`config.mk`:
```
export PLATFORM = sky130hd
export DESIGN_NAME = mem_port_arbiter_flat
export DESIGN_NICKNAME = d
export VERILOG_FILES = /design/src/rtl/mem_port_arbiter_if.sv /design/src/rtl/mem_port_arbiter.sv /design/src/flat_wrapper.sv
export SDC_FILE = /design/constraint.sdc
export NUM_CORES = 1
export LEC_CHECK = 0
export ABC_AREA = 1
export CAP_MARGIN = 20
export CORE_MARGIN = 4
export CORE_UTILIZATION = 44
export CTS_CLUSTER_SIZE = 10
export DETAILED_ROUTE_END_ITERATION = 10
export GPL_TIMING_DRIVEN = 1
export MAX_ROUTING_LAYER = met4
export PLACE_DENSITY = 0.86
export SLEW_MARGIN = 20
export SYNTH_ARGS = -nofsm -noshare
export SYNTH_HDL_FRONTEND = slang
export SYNTH_SLANG_ARGS = --single-unit
```
`constraint.sdc`:
```
create_clock -name clk -period 3.5 [get_ports clk]
set_clock_uncertainty 0.15 [all_clocks]
set_input_delay 0.525 -clock clk [delete_from_list [all_inputs] [get_ports clk]]
set_output_delay 0.525 -clock clk [all_outputs]
set_load 0.05 [all_outputs]
```
`src/rtl/mem_port_arbiter_if.sv`:
```
// Bundles for the arbiter: one requester-side command/response port and the
// registered command bus toward the single-port memory.

interface mem_req_if #(
    parameter int ADDR_WIDTH = 11,
    parameter int DATA_WIDTH = 16
);
    logic                  req;
    logic                  we;
    logic [ADDR_WIDTH-1:0] addr;
    logic [DATA_WIDTH-1:0] wdata;
    logic                  gnt;
    logic                  rvalid;
    logic [DATA_WIDTH-1:0] rdata;

    // Handshake: the requester holds req/we/addr/wdata stable while req is
    // high and gnt is low; the cycle with req && gnt transfers the command.
    // rvalid is a one-cycle pulse qualifying rdata; there is no back-pressure.
    modport master (output req, we, addr, wdata, input gnt, rvalid, rdata);
    modport slave  (input req, we, addr, wdata, output gnt, rvalid, rdata);
endinterface

interface mem_bus_if #(
    parameter int ADDR_WIDTH = 11,
    parameter int DATA_WIDTH = 16
);
    logic [ADDR_WIDTH-1:0] address;
    logic                  rd_en;
    logic                  wr_en;
    logic [DATA_WIDTH-1:0] data_in;
    logic [DATA_WIDTH-1:0] data_out;

    modport master (output address, rd_en, wr_en, data_in, input data_out);
    modport slave  (input address, rd_en, wr_en, data_in, output data_out);
endinterface

```
`src/rtl/mem_port_arbiter.sv`:
```
// Round-robin arbiter sharing one single-port memory between two requesters,
// with write protection of the results region for port 0 and read-data routing.

module mem_port_arbiter #(
    parameter int                    ADDR_WIDTH = 11,
    parameter int                    DATA_WIDTH = 16,
    parameter logic [ADDR_WIDTH-1:0] PROT_BASE  = 11'd1000
) (
    input  logic      clk,
    input  logic      reset_n,
    mem_req_if.slave  p0,
    mem_req_if.slave  p1,
    mem_bus_if.master mem,
    output logic      prot_err,
    output logic      arb_idle
);

    logic                  last_gnt;
    logic                  gnt0;
    logic                  gnt1;
    logic                  any_gnt;
    logic                  sel_we;
    logic [ADDR_WIDTH-1:0] sel_addr;
    logic [DATA_WIDTH-1:0] sel_wdata;
    logic                  blocked;
    logic                  issue_rd;
    logic                  issue_wr;

    // Read tag pipeline: stage 1 aligns with mem_rd_en, stage 2 with mem_data_out.
    logic                  tag1_v;
    logic                  tag1_owner;
    logic                  tag2_v;
    logic                  tag2_owner;

    // Port 0 wins a contest only when port 1 was the last winner.
    always_comb begin
        gnt0 = 1'b0;
        gnt1 = 1'b0;
        if (reset_n) begin
            if (p0.req && (!p1.req || last_gnt)) begin
                gnt0 = 1'b1;
            end else if (p1.req) begin
                gnt1 = 1'b1;
            end
        end
    end

    assign p0.gnt    = gnt0;
    assign p1.gnt    = gnt1;
    assign any_gnt   = gnt0 | gnt1;
    assign sel_we    = gnt0 ? p0.we    : p1.we;
    assign sel_addr  = gnt0 ? p0.addr  : p1.addr;
    assign sel_wdata = gnt0 ? p0.wdata : p1.wdata;

    // A protected write is still granted so port 0 never stalls; it is dropped here.
    assign blocked   = gnt0 && p0.we && (p0.addr >= PROT_BASE);
    assign issue_rd  = any_gnt && !sel_we;
    assign issue_wr  = any_gnt && sel_we && !blocked;

    always_ff @(posedge clk or negedge reset_n) begin
        if (!reset_n) begin
            last_gnt    <= 1'b1;
            mem.address <= '0;
            mem.rd_en   <= 1'b0;
            mem.wr_en   <= 1'b0;
            mem.data_in <= '0;
            prot_err    <= 1'b0;
            tag1_v      <= 1'b0;
            tag1_owner  <= 1'b0;
            tag2_v      <= 1'b0;
            tag2_owner  <= 1'b0;
            p0.rvalid   <= 1'b0;
            p0.rdata    <= '0;
            p1.rvalid   <= 1'b0;
            p1.rdata    <= '0;
            arb_idle    <= 1'b1;
        end else begin
            if (any_gnt) begin
                last_gnt <= gnt1;
            end
            mem.rd_en <= issue_rd;
            mem.wr_en <= issue_wr;
            if (issue_rd || issue_wr) begin
                mem.address <= sel_addr;
            end
            if (issue_wr) begin
                mem.data_in <= sel_wdata;
            end
            if (blocked) begin
                prot_err <= 1'b1;
            end

            tag1_v     <= issue_rd;
            tag1_owner <= gnt1;
            tag2_v     <= tag1_v;
            tag2_owner <= tag1_owner;

            // Only the owner's rdata is refreshed; the other port keeps its last word.
            p0.rvalid <= tag2_v && !tag2_owner;
            p1.rvalid <= tag2_v && tag2_owner;
            if (tag2_v && !tag2_owner) begin
                p0.rdata <= mem.data_out;
            end
            if (tag2_v && tag2_owner) begin
                p1.rdata <= mem.data_out;
            end

            arb_idle <= !p0.req && !p1.req && !tag1_v && !tag2_v
                        && !mem.rd_en && !mem.wr_en;
        end
    end

endmodule

```
`src/flat_wrapper.sv`:
```
// flat-port wrapper written by rule: the top's interface ports become plain ports
module mem_port_arbiter_flat 
#(
    parameter int                    ADDR_WIDTH = 11,
    parameter int                    DATA_WIDTH = 16,
    parameter logic [ADDR_WIDTH-1:0] PROT_BASE  = 11'd1000
)
  (clk, reset_n, prot_err, arb_idle, p0_req, p0_we, p0_addr, p0_wdata, p0_gnt, p0_rvalid, p0_rdata, p1_req, p1_we, p1_addr, p1_wdata, p1_gnt, p1_rvalid, p1_rdata, mem_address, mem_rd_en, mem_wr_en, mem_data_in, mem_data_out);
  mem_req_if #(.ADDR_WIDTH(ADDR_WIDTH), .DATA_WIDTH(DATA_WIDTH)) p0_i ();
  mem_req_if #(.ADDR_WIDTH(ADDR_WIDTH), .DATA_WIDTH(DATA_WIDTH)) p1_i ();
  mem_bus_if #(.ADDR_WIDTH(ADDR_WIDTH), .DATA_WIDTH(DATA_WIDTH)) mem_i ();
  input  logic clk;
  input  logic reset_n;
  output logic prot_err;
  output logic arb_idle;
  input wire logic [$bits(p0_i.req)-1:0] p0_req;
  input wire logic [$bits(p0_i.we)-1:0] p0_we;
  input wire logic [$bits(p0_i.addr)-1:0] p0_addr;
  input wire logic [$bits(p0_i.wdata)-1:0] p0_wdata;
  output wire logic [$bits(p0_i.gnt)-1:0] p0_gnt;
  output wire logic [$bits(p0_i.rvalid)-1:0] p0_rvalid;
  output wire logic [$bits(p0_i.rdata)-1:0] p0_rdata;
  input wire logic [$bits(p1_i.req)-1:0] p1_req;
  input wire logic [$bits(p1_i.we)-1:0] p1_we;
  input wire logic [$bits(p1_i.addr)-1:0] p1_addr;
  input wire logic [$bits(p1_i.wdata)-1:0] p1_wdata;
  output wire logic [$bits(p1_i.gnt)-1:0] p1_gnt;
  output wire logic [$bits(p1_i.rvalid)-1:0] p1_rvalid;
  output wire logic [$bits(p1_i.rdata)-1:0] p1_rdata;
  output wire logic [$bits(mem_i.address)-1:0] mem_address;
  output wire logic [$bits(mem_i.rd_en)-1:0] mem_rd_en;
  output wire logic [$bits(mem_i.wr_en)-1:0] mem_wr_en;
  output wire logic [$bits(mem_i.data_in)-1:0] mem_data_in;
  input wire logic [$bits(mem_i.data_out)-1:0] mem_data_out;
  assign p0_i.req = p0_req;
  assign p0_i.we = p0_we;
  assign p0_i.addr = p0_addr;
  assign p0_i.wdata = p0_wdata;
  assign p0_gnt = p0_i.gnt;
  assign p0_rvalid = p0_i.rvalid;
  assign p0_rdata = p0_i.rdata;
  assign p1_i.req = p1_req;
  assign p1_i.we = p1_we;
  assign p1_i.addr = p1_addr;
  assign p1_i.wdata = p1_wdata;
  assign p1_gnt = p1_i.gnt;
  assign p1_rvalid = p1_i.rvalid;
  assign p1_rdata = p1_i.rdata;
  assign mem_address = mem_i.address;
  assign mem_rd_en = mem_i.rd_en;
  assign mem_wr_en = mem_i.wr_en;
  assign mem_data_in = mem_i.data_in;
  assign mem_i.data_out = mem_data_out;
  mem_port_arbiter #(.ADDR_WIDTH(ADDR_WIDTH), .DATA_WIDTH(DATA_WIDTH), .PROT_BASE(PROT_BASE)) u_core (.clk(clk), .reset_n(reset_n), .p0(p0_i), .p1(p1_i), .mem(mem_i), .prot_err(prot_err), .arb_idle(arb_idle));
endmodule
```
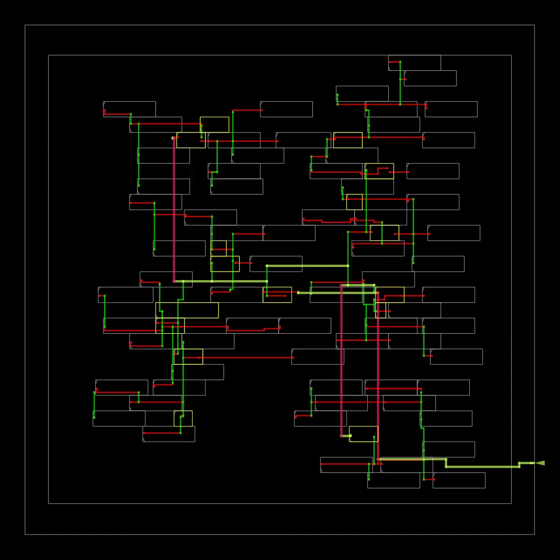
**Above:** run 1 (clock routing).
Seq Cell Count: 69
clk_lat worst skew: 0.33 ns
# clk buffers: 11
Num CTS Buffers: 9
P_clk: 0.656 mW

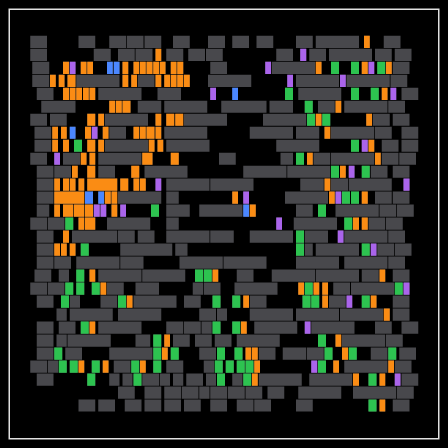
**Above:** run 1 (gate families picked out).
[orange] NAND gates | cells: 128 | most used: nand2_1 | where: spread over the die
[purple] inverters | cells: 27 | most used: inv_1
[blue] NOR gates | cells: 7 | most used: nor2_1
[green] inverting AOI/OAI gates | cells: 68 | most used: o21ai_0

==> notes.md, run 1 <==
yosys + openroad results -> # IOs=143, Initial Utilization=0.4565, DP Wirelength=5.924 mm, Tcrit/Tclk final=0.7730, unrepaired setup endpoints after global routing=false, CTS max path bufs=2, crit-path max FO=33, yosys cell count=332, Post-Synth XOR/XNOR Area=0, number of cells on the critical path=5, vias=around 2.7k, worst-margin pin slew=0.9402 ns, DIE HEIGHT=between 80 and 90 µm, final setup violating endpoints=0, outcome=completed, DRC=0, most frequent cells in the layout=clkdlybuf4s50_1, nand2_1, dfrtp_1, maxcap violations=0, Die X=between 80 and 90 µm, r2r setup slk=~1.2 ns, Post-CTS Setup Bufs=0, Port Buffers=approximately 140, post-synthesis sequential area ratio=0.5898, Unique masters post-synth=20, gr usage total=0.2021, largest net degree at the start of global routing=approximately 70, vias per cell=between 4 and 5, PD cells=~690 mW/mm², GP Congestion=0.8832, DRT Pass-1 Iters=4
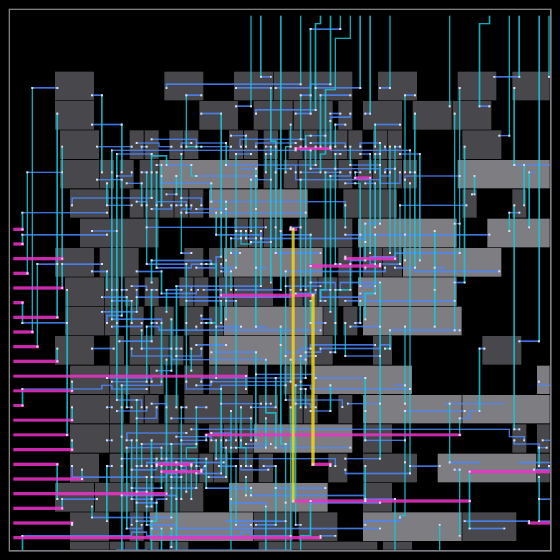
**Above:** run 1 (layout detail).
Region (0, 40) to (50, 90) µm. Cells in gray, sequential cells in the stronger gray; small squares are vias.
[blue] met1
[magenta] met3
[yellow] met4
[cyan] met2
cells with their middle in the window: 160
sequential cells in the window: 19
netlist names of flops here include: `u_core.mem.address` (11)
most frequent: nand2_1 (58), clkdlybuf4s50_1 (38), dfrtp_1 (17)

-- run 1: state kept, by name, summed over array words and instances, names as in the netlist --
register and count:
u_core.arb_idle 1, u_core.last_gnt 1, u_core.mem.address 11, u_core.mem.data_in 16
u_core.mem.rd_en 1, u_core.mem.wr_en 1, u_core.p0.rdata 16, u_core.p0.rvalid 1
u_core.p1.rdata 16, u_core.p1.rvalid 1, u_core.prot_err 1, u_core.tag1_owner 1
u_core.tag2_owner 1, u_core.tag2_v 1
-- run 1: where the power goes --
group	leakage (nW)	total [mW]	internal, mW	switching [mW]
clock	0.102	0.656	0.368	0.289
sequential	0.844	1.10	0.988	0.107
combinational	1.21	1.42	0.478	0.940
total	2.16	3.17	1.83	1.34
-- run 1: routing by layer --
layer,track usage,share of wire,up-vias
met2,0.3198,0.48,114
met4,0.07713,0.012,0
met5,-,0,-
met3,0.04836,0.090,8
met1,0.2518,0.42,1211
li1,-,-,1329
-- run 1: layout make-up --
class                   instances  area share
multi-input cells             219      0.2189
inverters                      27     0.02217
clock buffers                  11     0.03311
well taps                      77     0.02107
repair buffers                143      0.3136
clock inverters                 5     0.01286
flip-flops and latches         69      0.3782
-- run 1: kinds of logic after synthesis --
family                 Yosys count
AND-OR/OR-AND                   68
buffers and inverters           44
flip-flops                      69
AND/OR/NAND/NOR                151
-- run 1: metrics by stage --
stage | instances | setup slack [ns] | area, µm² | hold slack [ns] | utilization
final | 551 | 0.7945 | 4572 | 0.2038 | 0.7119
after global routing | 551 | 0.6497 | 4572 | 0.2374 | 0.7119
after CTS | 551 | 0.7748 | 4572 | 0.2062 | 0.7119
after detailed placement | 535 | 0.7195 | 4362 | 0.1865 | 0.6791
after global placement | 535 | 0.8369 | 4362 | 0.1866 | 0.6791
after floorplan | 332 | 1.431 | 2932 | 0.07941 | -
==> run 2: changes to the inputs <==
--- a/config.mk
+++ b/config.mk
@@ -8,12 +8,12 @@
 export ABC_AREA = 1
 export CAP_MARGIN = 20
 export CORE_MARGIN = 4
-export CORE_UTILIZATION = 44
+export CORE_UTILIZATION = 40
 export CTS_CLUSTER_SIZE = 10
 export DETAILED_ROUTE_END_ITERATION = 10
 export GPL_TIMING_DRIVEN = 1
 export MAX_ROUTING_LAYER = met4
-export PLACE_DENSITY = 0.86
+export PLACE_DENSITY = 0.79
 export SLEW_MARGIN = 20
 export SYNTH_ARGS = -nofsm -noshare
 export SYNTH_HDL_FRONTEND = slang
==> constraint.sdc (replaced) <==
create_clock -name clk -period 2.6 [get_ports clk]
set_clock_uncertainty 0.15 [all_clocks]
set_input_delay 0.39 -clock clk [delete_from_list [all_inputs] [get_ports clk]]
set_output_delay 0.39 -clock clk [all_outputs]
set_load 0.05 [all_outputs]
==> run 2 against run 1 <==
Area after synthesis unchanged. Clock power up 43%. Cell count up 4.2%. Combinational power up 35%. Via count up 0.26%. Cell area up 2.0%. Utilization down 4.1 points. First-iteration DRC count up 19%. Global-route usage down 1.4 points. Register-to-register slack worse by 0.34 ns. Die area up 9.1%. Critical path type is now reg -> out. Critical endpoint is now arb_idle. Highest routed layer unchanged.
==> notes.md, run 2 <==
yosys + openroad results -> worst-margin pin slew=0.8559 ns (-0.08426 ns), pre-CTS WS=0.4968 ns (-0.2227 ns), maxcap violations=0 (unchanged), vias per cell=4.650 (-3.8%), GP Congestion=0.8262 (-6.5%), # IOs=143 (unchanged), uppermost routed layer=met4, fin cells=574 (+4.2%), r2r setup slk=0.84 ns (-0.34 ns), Area after DPL=0.004448 mm² (+2.0%), Detail Route met3 WL=655 µm (-7.1%), GR Layer Usage met1=0.2457 (-0.006094), Most Crowded Layer GR=met2, Port Buffers=142 (unchanged), crit-path max FO=1 (-97%), setup ws final=0.4031 ns (-0.3914 ns), PD cells=928.5 mW/mm² (+34%), Num CTS Buffers=9 (unchanged), met3 usage=0.06195 (+0.01359), DRT Pass-1 Iters=5 (+1), Tcrit/Tclk final=0.8450, outcome=completed
-- run 2: cell type report --
cell class / count / area [µm²] / area share
clock buffers: 11 / 141.4 / 0.03033
clock inverters: 4 / 72.57 / 0.01557
inverters: 27 / 101.3 / 0.02174
multi-input cells: 219 / 1001 / 0.2147
flip-flops and latches: 69 / 1729 / 0.3709
well taps: 96 / 120.1 / 0.02576
repair buffers: 148 / 1496 / 0.3210
-- run 2: worst max path at each step --
stage               startpoint                      to  slack (ns)  cells past startpoint
5_1_grt        u_core.arb_idle                arb_idle        0.35                      1
3_5_place_dp            p1_req  u_core.mem.data_in[15]        0.50                      9
3_3_place_gp            p1_req                  p1_gnt        0.54                      4
6_report       u_core.arb_idle                arb_idle        0.40                      1
4_1_cts        u_core.arb_idle                arb_idle        0.38                      1
2_1_floorplan  u_core.last_gnt                  p1_gnt        0.78                      3
-- run 2: through the flow --
stage                     total power, mW    util  hold slack, ns
after detailed placement            3.423  0.6405          0.1855
after global routing                4.531  0.6714          0.2107
after global placement              3.387  0.6405          0.1856
after CTS                           4.374  0.6714          0.1807
after floorplan                     2.662       -        -0.05559
final                               4.328  0.6714          0.1734
-- run 2: cell families after synthesis --
| family | share of synthesized area |
|---|---|
| AOI/OAI and AO/OA | 0.1161 |
| and+or+nand+nor | 0.2254 |
| buffers and inverters | 0.06871 |
| DFF | 0.5898 |
-- run 2: report_power, final --
part / internal (mW) / total, mW / switching, mW
Clock: 0.560 / 0.938 / 0.378
Sequential: 1.33 / 1.47 / 0.145
Combinational: 0.655 / 1.92 / 1.26
Total: 2.54 / 4.33 / 1.78
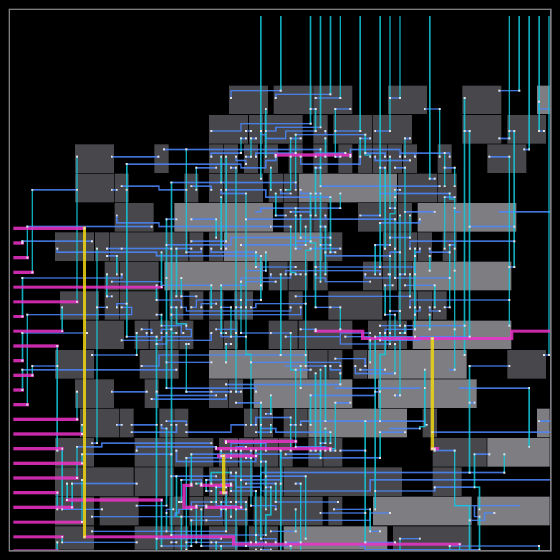
**Above:** run 2 (layout detail).
Region (0, 44) to (50, 94) µm. Cells in gray, sequential cells in the stronger gray; small squares are vias.
[magenta] met3
[yellow] met4
[blue] met1
[cyan] met2
sequential cells in the window: 16
netlist names of flops here include: `u_core.mem.address` (11)
most frequent: nand2_1 (56), clkdlybuf4s50_1 (36), dfrtp_1 (15)
cells with their middle in the window: 151

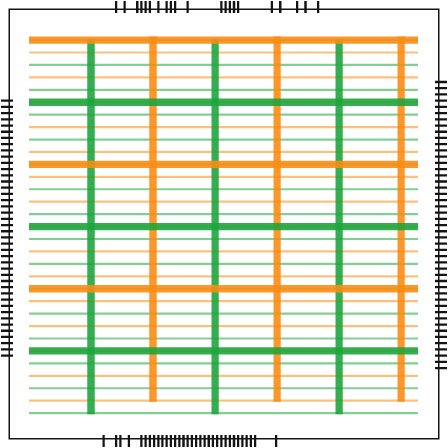
**Above:** run 2 (power grid).
Pins as bars on the die edge.
[orange] VDD
[green] VSS
met5 straps: 6
rows: 30
met4 straps: 6
met1 rails: 31
signal pins: 143

Power figures rest on the tool's default switching activity, not on a simulated workload.
